**Gate-type map**

Drawn at 4 px/um.
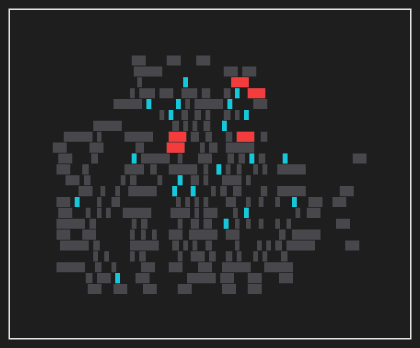
**Placed standard cells**

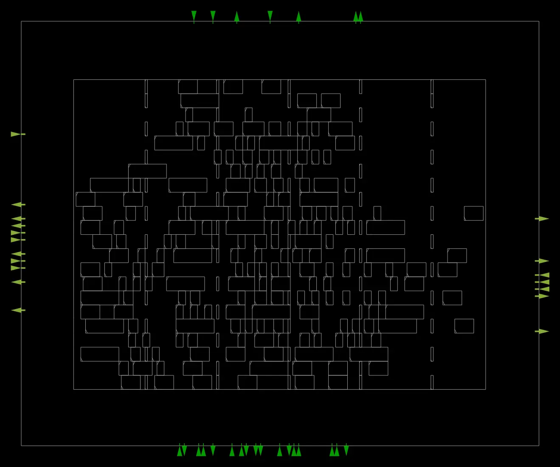
==> config.mk <==
export PLATFORM = sky130hd
export DESIGN_NAME = stopwatch_ctrl
export DESIGN_NICKNAME = d
export VERILOG_FILES = /design/src/rtl/stopwatch_pkg.sv /design/src/rtl/btn_edge.sv /design/src/rtl/stopwatch_ctrl.sv
export SDC_FILE = /design/constraint.sdc
export NUM_CORES = 1
export LEC_CHECK = 0
export ABC_AREA = 1
export ABC_CLOCK_PERIOD_IN_PS = 6600
export CELL_PAD_IN_SITES_DETAIL_PLACEMENT = 1
export CELL_PAD_IN_SITES_GLOBAL_PLACEMENT = 2
export CORE_AREA = 10 10 90 72
export CTS_CLUSTER_SIZE = 12
export DETAILED_ROUTE_END_ITERATION = 10
export DIE_AREA = 0 0 100 82
export HOLD_SLACK_MARGIN = 0.06
export PLACE_DENSITY = 0.87
export SLEW_MARGIN = 20
export SYNTH_ARGS = -nofsm -noshare
export SYNTH_HDL_FRONTEND = slang
export SYNTH_SLANG_ARGS = --single-unit
==> constraint.sdc <==
create_clock -name I_CLK -period 6.6 [get_ports I_CLK]
set_clock_uncertainty 0.05 [all_clocks]
set_input_delay 0.66 -clock I_CLK [delete_from_list [all_inputs] [get_ports I_CLK]]
set_output_delay 0.66 -clock I_CLK [all_outputs]
set_load 0.01 [all_outputs]
==> run notes <==
Pwr
- 220.4 nW/um2 — PD cells
- 0.446 — sequential power share
- 0.303 — share of total power in combinational logic
- 0.0001093 W — switching power summed over all nets
- 0.0002470 W — cell internal pwr
- 0.3067 — switching portion of total power
- 0.6853 nW — P_leak
- 0.252 — Clock power frac
- 0.00009241 V — peak supply drop

Setup path
- sky130_fd_sc_hd__clkdlybuf4s50_1 — highest-delay cell along the critical path
- register — critical path endpoint category
- clkdlybuf4s50_1, nand2_1, nor2_1, nand3_2, o21ai_1, nand2_1, nand3_2, nand2_2, ha_1, nand2_1, inv_2, nor2_1, nor2_1 — CP Cell Sequence
- 3.92 ns — setup slack, reg-to-reg
- simple AND/OR/NAND/NOR gates — Top Family by Delay on Critical Path
- 2 — buffers plus inverters on the worst setup path
- in2reg — worst setup path category
- 12 — worst r2r path cells
- 2.92 ns — worst endpoint data arrival time
- 6.71 ns — required time at the worst-slack endpoint
- 13 — logic depth of the worst path, buffers included
- 20 — maximum fanout along the worst path
- 0.51 ns — delay of the slowest critical-path stage
- input pin — startpoint class of the critical path

Final timing
- 0.4262 — cycle use final
- 0 — # setup viols final
- 0 — final hold violation count
- 0 ns — Total Negative Setup Slacks
- 0.5927 ns — Tightest Pin Transition
- 2.813 ns — crit path time final
- 0 — Slew Viols, Final
- 0.3555 GHz — highest achievable clock rate
- no — RSZ-0062 raised after global routing
- 0.6039 — Rel. slew slack

Placement
- 1572 um2 — DP Area
- 41 — Port Buffers
- 0.8986 — Routability Congestion
- 2857 um — post-detailed-placement half-perimeter wirelength

Global routing
- 0 — initial antenna violation count
- 1189 — via count of the first global-routing pass
- 6009 um — wire length of the first global-routing pass
- 21 — largest net degree at the start of global routing
- 0 — Remaining Overflow, GRT
- 0.09160 — GR Util All Layers

Logic synthesis
- 0.05656 — adder and majority cell fraction of the synthesized area
- 183 — number of nets at floorplan
- sky130_fd_sc_hd__dfxtp_1 — area leader, netlist
- 0.4163 — top area contributor share
- 0.3088 — Simple-Gate Area Share
- 1106 um2 — chip area in the Yosys report
- 157 — Syn Inst Count
- sky130_fd_sc_hd__nor2_1 — dominant cell by count in the synthesized netlist
- 0 — Ys Warns
- sky130_fd_sc_hd__dfxtp_1 (42%), sky130_fd_sc_hd__nor2_1 (12%), sky130_fd_sc_hd__nand2_1 (8.5%) — cell types occupying the most area after synthesis
- 7.045 um2 — average footprint of a synthesized cell
- 0 — MUX area fraction
- 0 — EDFF count, synth
- 23 — flops & latches, synth
- 21 — post-synth cell types
- 1106 um2 — total standard cell area after synthesis
- sky130_fd_sc_hd__nor2_1 (34), sky130_fd_sc_hd__nand2_1 (25), sky130_fd_sc_hd__dfxtp_1 (23) — Post-synth top cells
- 0.4163 — register share after synthesis
- 157 — yosys cell count
- 0.1324 — complex-gate fraction of the synthesized area
- 0 — area share of xor/xnor cells in the synthesized design
- sky130_fd_sc_hd__dfxtp_1 — flip-flop cell with the highest count after synthesis
- simple AND/OR/NAND/NOR gates — dominant kind of combinational cell
- 0 — Post-synth ARST share

Routing
- 81 — First DRT Iteration DRCs
- 4 — DR pass1 iterations
- 0 — remaining number of nets flagged by the antenna check after routing
- 3544 um — wire length reported by the detailed router
- 0 — number of design rule violations left after detail routing
- 13.74 um — mean routed wirelength per cell
- 4.322 — ratio of routed vias to standard cells
- 1115 — vias after detailed routing

Run status
- complete, no violations — outcome

Clocking
- 23 — clk sink count
- 0.08 ns — Clk pin slew, worst setup/hold paths
- 2 — worst-case clock buffer depth
- 1 — H-Tree Level Count
- 0 — setup bufs post-CTS
- 0 — quantity of gates resized following cts
- done — TritonCTS clock tree
- 3 — Num CTS Buffers
- sky130_fd_sc_hd__clkbuf_8 — CTS Root Cell
- 0 — hold-fix buffers at CTS
- 0.27 ns — clk_lat worst skew

Layout
- 46.15% — synthesis-to-finish area growth
- 590 — Filler Cells Inserted
- 10 — number of flip-flops under the largest register name
- 225 — number of nets in the layout
- 1617 um2 — Post-Layout Inst Area
- 0.1010 — fraction of layout instances using a drive strength above 1
- 0 — number of antenna cells inserted

Floorplan
- 0.2323 — Floorplan Utilization
- 42 — Boundary Pins
- 4762 um2 — Core Footprint
- 82 um — Die Height
- 100 um — width of the chip
- 8200 um2 — area of the die

Run
- 29 — tool warnings
- 0 — number of maximum-capacitance violations

Hold path
- 2 — number of stages on the worst hold path
- reg2reg — HP Class

Back to the opening pictures, 'gate-type map':
colour	family	cells	most used	where
red	fa/ha/maj cells	5	ha_1	middle
cyan	inv cells	20	inv_1	middle
most common library cell in the layout ignoring fill and taps: sky130_fd_sc_hd__clkdlybuf4s50_1
combinational share of cell area: 0.3406

Back to the opening pictures, 'placed standard cells':
non-filler cells in the finished layout: 258
well-tap cell count: 60
register fraction of the total cell area: 0.2848
final design utilization: 0.3395
Core Rows: 22

-- placed cells by master, fill, tap and decap left out, drive strengths merged --
cell	instances
clkbuf	4
nand3b	1
nor3	2
ha	5
nor2	42
or2	1
o22ai	1
inv	20
nand2	26
dfxtp	23
clkdlybuf4s50	41
a21oi	9
nand3	4
o21ai	19
-- per-layer routing --
layer,share of wire,global-route usage,up-vias
met5,0,0,-
met4,0.016,0.02958,0
met3,0.065,0.03356,8
met2,0.44,0.1419,28
met1,0.48,0.1161,505
li1,-,-,574
-- tightest hold or removal path, delay by kind of cell (launching register included) --
family          cells  cell delay, ns
simple gates        1            0.08
compound gates      1            0.08
flops               1            0.33
-- power groups by stage --
stage,combinational (W),clock (W),sequential (W)
5_1_grt,0.000122,0.0000973,0.000161
6_report,0.000108,0.0000897,0.000159
3_5_place_dp,0.000110,0,0.000162
3_3_place_gp,0.000108,0,0.000162
4_1_cts,0.000111,0.0000929,0.000159
2_1_floorplan,0.0000516,0,0.000166
-- through the flow --
step	setup slack [ns]	instances	util	hold WS (ns)	power [W]
6_report	3.787	258	0.3395	0.4759	0.0003563
4_1_cts	3.711	258	0.3395	0.4843	0.0003624
2_1_floorplan	4.406	157	-	0.4955	0.0002178
5_1_grt	3.424	258	0.3395	0.5217	0.0003802
3_3_place_gp	3.485	254	0.3300	0.4460	0.0002701
3_5_place_dp	3.447	254	0.3300	0.4563	0.0002715
-- layout make-up --
class | count | area [um2] | area share
tap | 60 | 75.07 | 0.04644
clock buffer | 4 | 45.04 | 0.02786
multi-input combinational | 110 | 550.5 | 0.3406
timing repair buffer | 41 | 410.4 | 0.2539
inverter | 20 | 75.07 | 0.04644
sequential | 23 | 460.4 | 0.2848
Power is estimated from default activity; no workload was simulated.
